--- src/rtl/spi_frame_sequencer_pkg.sv ---
// Shared types and defaults for the SPI frame sequencer.
package spi_frame_sequencer_pkg;

    localparam int unsigned DefAddrWidth = 10;
    localparam int unsigned DefDataWidth = 8;
    localparam int unsigned DefLenWidth  = 10;
    localparam int unsigned DefHoldEdges = 2;

    // StZero is the single busy cycle of a zero-length request.
    typedef enum logic [2:0] {
        StIdle,
        StZero,
        StFetch,
        StWaitLoad,
        StShift,
        StHold,
        StDone
    } state_e;

    // Counter width able to hold 0 .. n-1 (at least one bit).
    function automatic int unsigned cnt_width(input int unsigned n);
        return (n > 1) ? $clog2(n) : 1;
    endfunction

endpackage

--- src/rtl/spi_frame_sequencer_sclk_cnt.sv ---
// Small strobe counter: synchronous clear, count enable, terminal flag at last_i.
module spi_frame_sequencer_sclk_cnt #(
    parameter int unsigned Width = 3
) (
    input  logic             clk_i,
    input  logic             rst_ni,
    input  logic             clr_i,
    input  logic             en_i,
    input  logic [Width-1:0] last_i,
    output logic             tc_o
);

    logic [Width-1:0] cnt_d, cnt_q;

    // Clear has priority over counting.
    always_comb begin
        cnt_d = cnt_q;
        if (clr_i) begin
            cnt_d = '0;
        end else if (en_i) begin
            cnt_d = cnt_q + Width'(1);
        end
    end

    // Counter register.
    always_ff @(posedge clk_i or negedge rst_ni) begin
        if (!rst_ni) begin
            cnt_q <= '0;
        end else begin
            cnt_q <= cnt_d;
        end
    end

    assign tc_o = (cnt_q == last_i);

endmodule

--- src/rtl/spi_frame_sequencer.sv ---
// Walks a block of display memory and feeds the SPI shift register word by word,
// driving chip-select and data/command, paced by serial-clock edge strobes.
module spi_frame_sequencer
    import spi_frame_sequencer_pkg::*;
#(
    parameter int unsigned ADDR_WIDTH = DefAddrWidth,
    parameter int unsigned DATA_WIDTH = DefDataWidth,
    parameter int unsigned LEN_WIDTH  = DefLenWidth,
    parameter int unsigned HOLD_EDGES = DefHoldEdges
) (
    input  logic                  clk,
    input  logic                  resetN,
    input  logic                  start,
    input  logic [ADDR_WIDTH-1:0] baseAddr,
    input  logic [LEN_WIDTH-1:0]  xferLen,
    input  logic                  sclkPosEdge,
    input  logic                  sclkNegEdge,
    input  logic [DATA_WIDTH:0]   memData,
    output logic [ADDR_WIDTH-1:0] memAddr,
    output logic                  parallelLoad,
    output logic [DATA_WIDTH-1:0] parallelDataOut,
    output logic                  cs,
    output logic                  dc,
    output logic                  busy,
    output logic                  done
);

    localparam int unsigned DcBit = DATA_WIDTH;
    localparam int unsigned BitW  = cnt_width(DATA_WIDTH);
    localparam int unsigned HoldW = cnt_width(HOLD_EDGES);
    localparam logic [BitW-1:0]  BitLast  = BitW'(DATA_WIDTH - 1);
    localparam logic [HoldW-1:0] HoldLast = HoldW'(HOLD_EDGES - 1);

    state_e                state_d, state_q;
    logic [ADDR_WIDTH-1:0] addr_d, addr_q;
    logic [LEN_WIDTH-1:0]  len_d, len_q;
    logic [DATA_WIDTH:0]   next_word_d, next_word_q;
    logic                  req_d, req_q;
    logic                  cap_d, cap_q;
    logic                  cs_d, cs_q;
    logic                  dc_d, dc_q;

    logic                  bit_tc, hold_tc;
    logic                  last_bit, load, bit_en, hold_en;
    logic [DATA_WIDTH:0]   word_src;

    // Read data arrives the cycle after the address register changes (req_q), and is
    // on memData the cycle after that (cap_q); a load in that cycle takes it directly.
    assign word_src = cap_q ? memData : next_word_q;

    assign last_bit = (state_q == StShift) && sclkNegEdge && bit_tc;
    assign load     = sclkNegEdge &&
                      ((state_q == StWaitLoad) || (last_bit && (len_q != '0)));
    assign bit_en   = (state_q == StShift) && sclkNegEdge && !bit_tc;
    assign hold_en  = (state_q == StHold) && sclkPosEdge;

    spi_frame_sequencer_sclk_cnt #(
        .Width (BitW)
    ) u_bit_cnt (
        .clk_i  (clk),
        .rst_ni (resetN),
        .clr_i  (load),
        .en_i   (bit_en),
        .last_i (BitLast),
        .tc_o   (bit_tc)
    );

    spi_frame_sequencer_sclk_cnt #(
        .Width (HoldW)
    ) u_hold_cnt (
        .clk_i  (clk),
        .rst_ni (resetN),
        .clr_i  (load),
        .en_i   (hold_en),
        .last_i (HoldLast),
        .tc_o   (hold_tc)
    );

    // Next-state: FSM, address/length bookkeeping and prefetch capture.
    always_comb begin
        state_d     = state_q;
        addr_d      = addr_q;
        len_d       = len_q;
        next_word_d = next_word_q;
        req_d       = 1'b0;
        cap_d       = req_q;
        cs_d        = cs_q;
        dc_d        = dc_q;

        if (cap_q) begin
            next_word_d = memData;
        end

        unique case (state_q)
            StIdle: begin
                if (start) begin
                    if (xferLen != '0) begin
                        addr_d  = baseAddr;
                        len_d   = xferLen;
                        req_d   = 1'b1;
                        cs_d    = 1'b0;
                        state_d = StFetch;
                    end else begin
                        state_d = StZero;
                    end
                end
            end
            StZero:     state_d = StDone;
            StFetch:    state_d = StWaitLoad;
            StWaitLoad: begin
                if (load) begin
                    state_d = StShift;
                end
            end
            StShift: begin
                if (last_bit && (len_q == '0)) begin
                    state_d = StHold;
                end
            end
            StHold: begin
                if (hold_en && hold_tc) begin
                    cs_d    = 1'b1;
                    state_d = StDone;
                end
            end
            StDone:     state_d = StIdle;
            default:    state_d = StIdle;
        endcase

        // Every load consumes one word and starts the prefetch of the next one.
        if (load) begin
            len_d  = len_q - LEN_WIDTH'(1);
            addr_d = addr_q + ADDR_WIDTH'(1);
            req_d  = 1'b1;
            dc_d   = word_src[DcBit];
        end
    end

    // State and datapath registers.
    always_ff @(posedge clk or negedge resetN) begin
        if (!resetN) begin
            state_q     <= StIdle;
            addr_q      <= '0;
            len_q       <= '0;
            next_word_q <= '0;
            req_q       <= 1'b0;
            cap_q       <= 1'b0;
            cs_q        <= 1'b1;
            dc_q        <= 1'b0;
        end else begin
            state_q     <= state_d;
            addr_q      <= addr_d;
            len_q       <= len_d;
            next_word_q <= next_word_d;
            req_q       <= req_d;
            cap_q       <= cap_d;
            cs_q        <= cs_d;
            dc_q        <= dc_d;
        end
    end

    assign memAddr         = addr_q;
    assign parallelLoad    = load;
    assign parallelDataOut = load ? word_src[DATA_WIDTH-1:0] : '0;
    assign dc              = load ? word_src[DcBit] : dc_q;
    assign cs              = cs_q;
    assign busy            = (state_q != StIdle);
    assign done            = (state_q == StDone);

endmodule

--- config.mk ---
export PLATFORM = sky130hd
export DESIGN_NAME = spi_frame_sequencer
export DESIGN_NICKNAME = d
export VERILOG_FILES = /design/src/rtl/spi_frame_sequencer_pkg.sv /design/src/rtl/spi_frame_sequencer_sclk_cnt.sv /design/src/rtl/spi_frame_sequencer.sv
export SDC_FILE = /design/constraint.sdc
export NUM_CORES = 1
export LEC_CHECK = 0
export CAP_MARGIN = 15
export CORE_MARGIN = 2
export CORE_UTILIZATION = 44
export CTS_BUF_LIST = sky130_fd_sc_hd__clkbuf_16
export DETAILED_ROUTE_END_ITERATION = 10
export PLACE_DENSITY = 0.76
export SYNTH_ARGS = -nofsm -noshare
export SYNTH_HDL_FRONTEND = slang
export SYNTH_SLANG_ARGS = --single-unit
--- constraint.sdc ---
create_clock -name clk -period 2.5 [get_ports clk]
set_input_delay 0.375 -clock clk [delete_from_list [all_inputs] [get_ports clk]]
set_output_delay 0.375 -clock clk [all_outputs]
set_load 0.01 [all_outputs]
**The clock network**

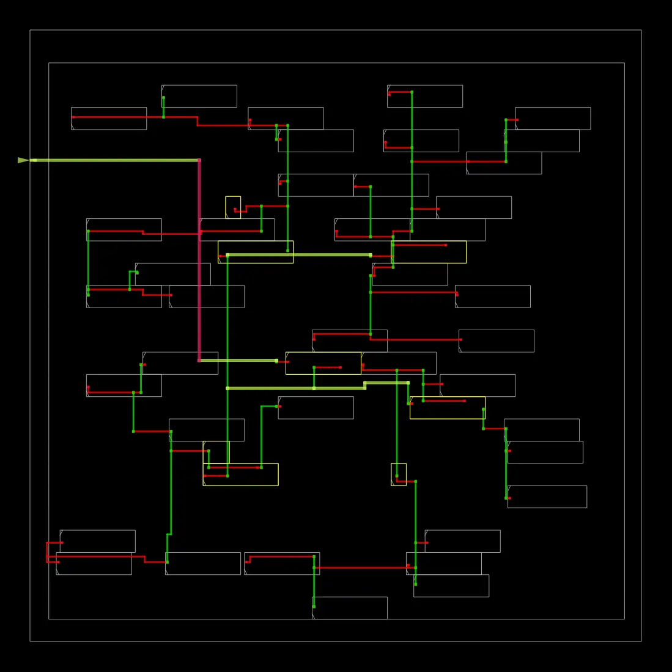
sink count of the clock tree: 40
Num CTS Buffers: 5
Clock Skews: 0.00438 ns
clock network latency to the later pin of the worst-skew pair: 0.28 ns

**Pin placement**

Pins as bars across the die edge, other pins in grey.
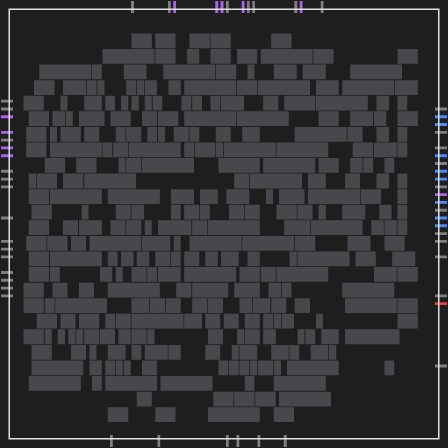
[sclkPosEdge] red | pins: 1 | direction: input | edge: right
[parallelDataOut] blue | pins: 8 | direction: output | edge: right
[memAddr] purple | pins: 10 | direction: output | edge: 5 top, 4 left, 1 right
all pins by edge: 21 right, 18 left, 12 top, 6 bottom

**Clock distribution**

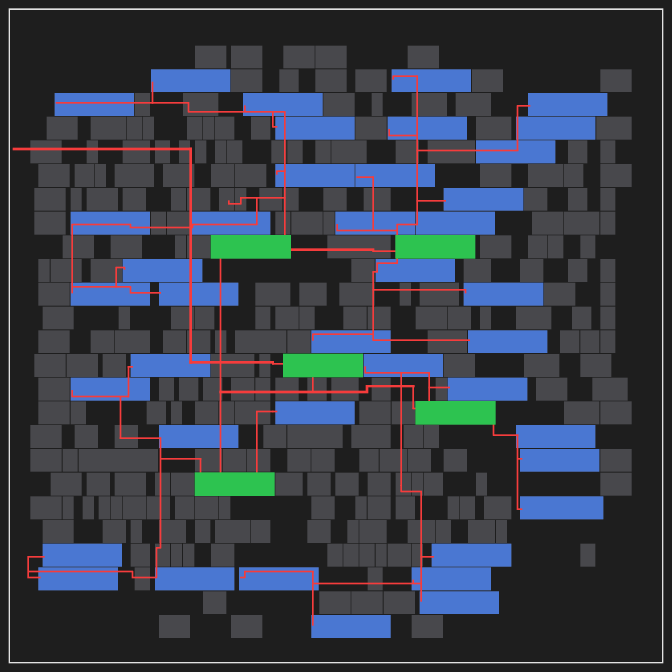
[clock drivers] green | count: 5
[clock wires] red | length: 529 um
[flip-flops] blue | count: 40
routed clock nets: 6
flops lie: spread over the die

==> flow_summary.toml <==
# yosys + openroad results
[die]
fp.dieArea_um2 = 5590
tap_cells = 67

[cells_and_area]
seq_cells = 40
clock_buffers = 5
synthesis_to_finish_area_growth_pct = 41.9
seq-cell-share_pct = 32.1
finish.net_count = 332
final_core_util_pct = 65.3
bufs_w_o_clock = 88
layout.filler_cells = 404

[synth]
mappedNetlistNets = 246
netlist.top_cell.by_instances = "sky130_fd_sc_hd__dfrtp_1"
dominantRegCellSynth = "sky130_fd_sc_hd__dfrtp_1"
yosysUniqueCellTypes = 50
synth_logic_family = "AND-OR/OR-AND gates"
enable_flop_cells = 0
yosys_warns = 0
synth.yosys.num_cells = 208

[clock_network]
cts_htree_levels = 2

[detailed_routing]
drt_first_iter_violations = 101
ant_nets = 0
detailroute.via_count = 1954

[setup_path]
critPathSlowestCell = "sky130_fd_sc_hd__or4b_4"
critPathArrivalTime_ns = 2.19

[final_timing]
setup_viol = 9
setup_slack_ns = -0.0694
fmaxAchievable_mhz = 389

[pwr]
seq_power_share_pct = 34.6
power_frac_clock_pct = 18.3

[place]
hpwlAfterDp_mm = 3.79
dpl_cell_area_um2 = 2980
dpl.cell_count = 350

[run_status]
run_status = "finished with violations"
failed_checks = "setup timing"

[grt]
grt.met1_usage_pct = 27.5
[registers in the layout (all words and copies together), names as in the netlist]
register and flops:
dc_q 1, memAddr 10, len_q 10, state_q 3
cs 1, cap_d 1, u_hold_cnt.cnt_q 1, cap_q 1
u_bit_cnt.cnt_q 3, next_word_q 9
[worst max-delay path: cells and delay by family (launching register included)]
kind                     cells  cell delay [ns]
AND/OR/NAND/NOR              2             0.58
flip-flops                   1             0.38
AND-OR/OR-AND                1             0.27
adder cells (fa/ha/maj)      1             0.13
multiplexers                 1             0.30
buffers and inverters        3             0.24
[repair_timing]
action | in CTS | in global routing
setup buffers | 2 | 2
endpoints found under the setup margin | 10 | 9
endpoints found under the hold margin | 0 | 0
resized | 45 | 1
gates cloned | 0 | 0
pin swaps | 3 | 0
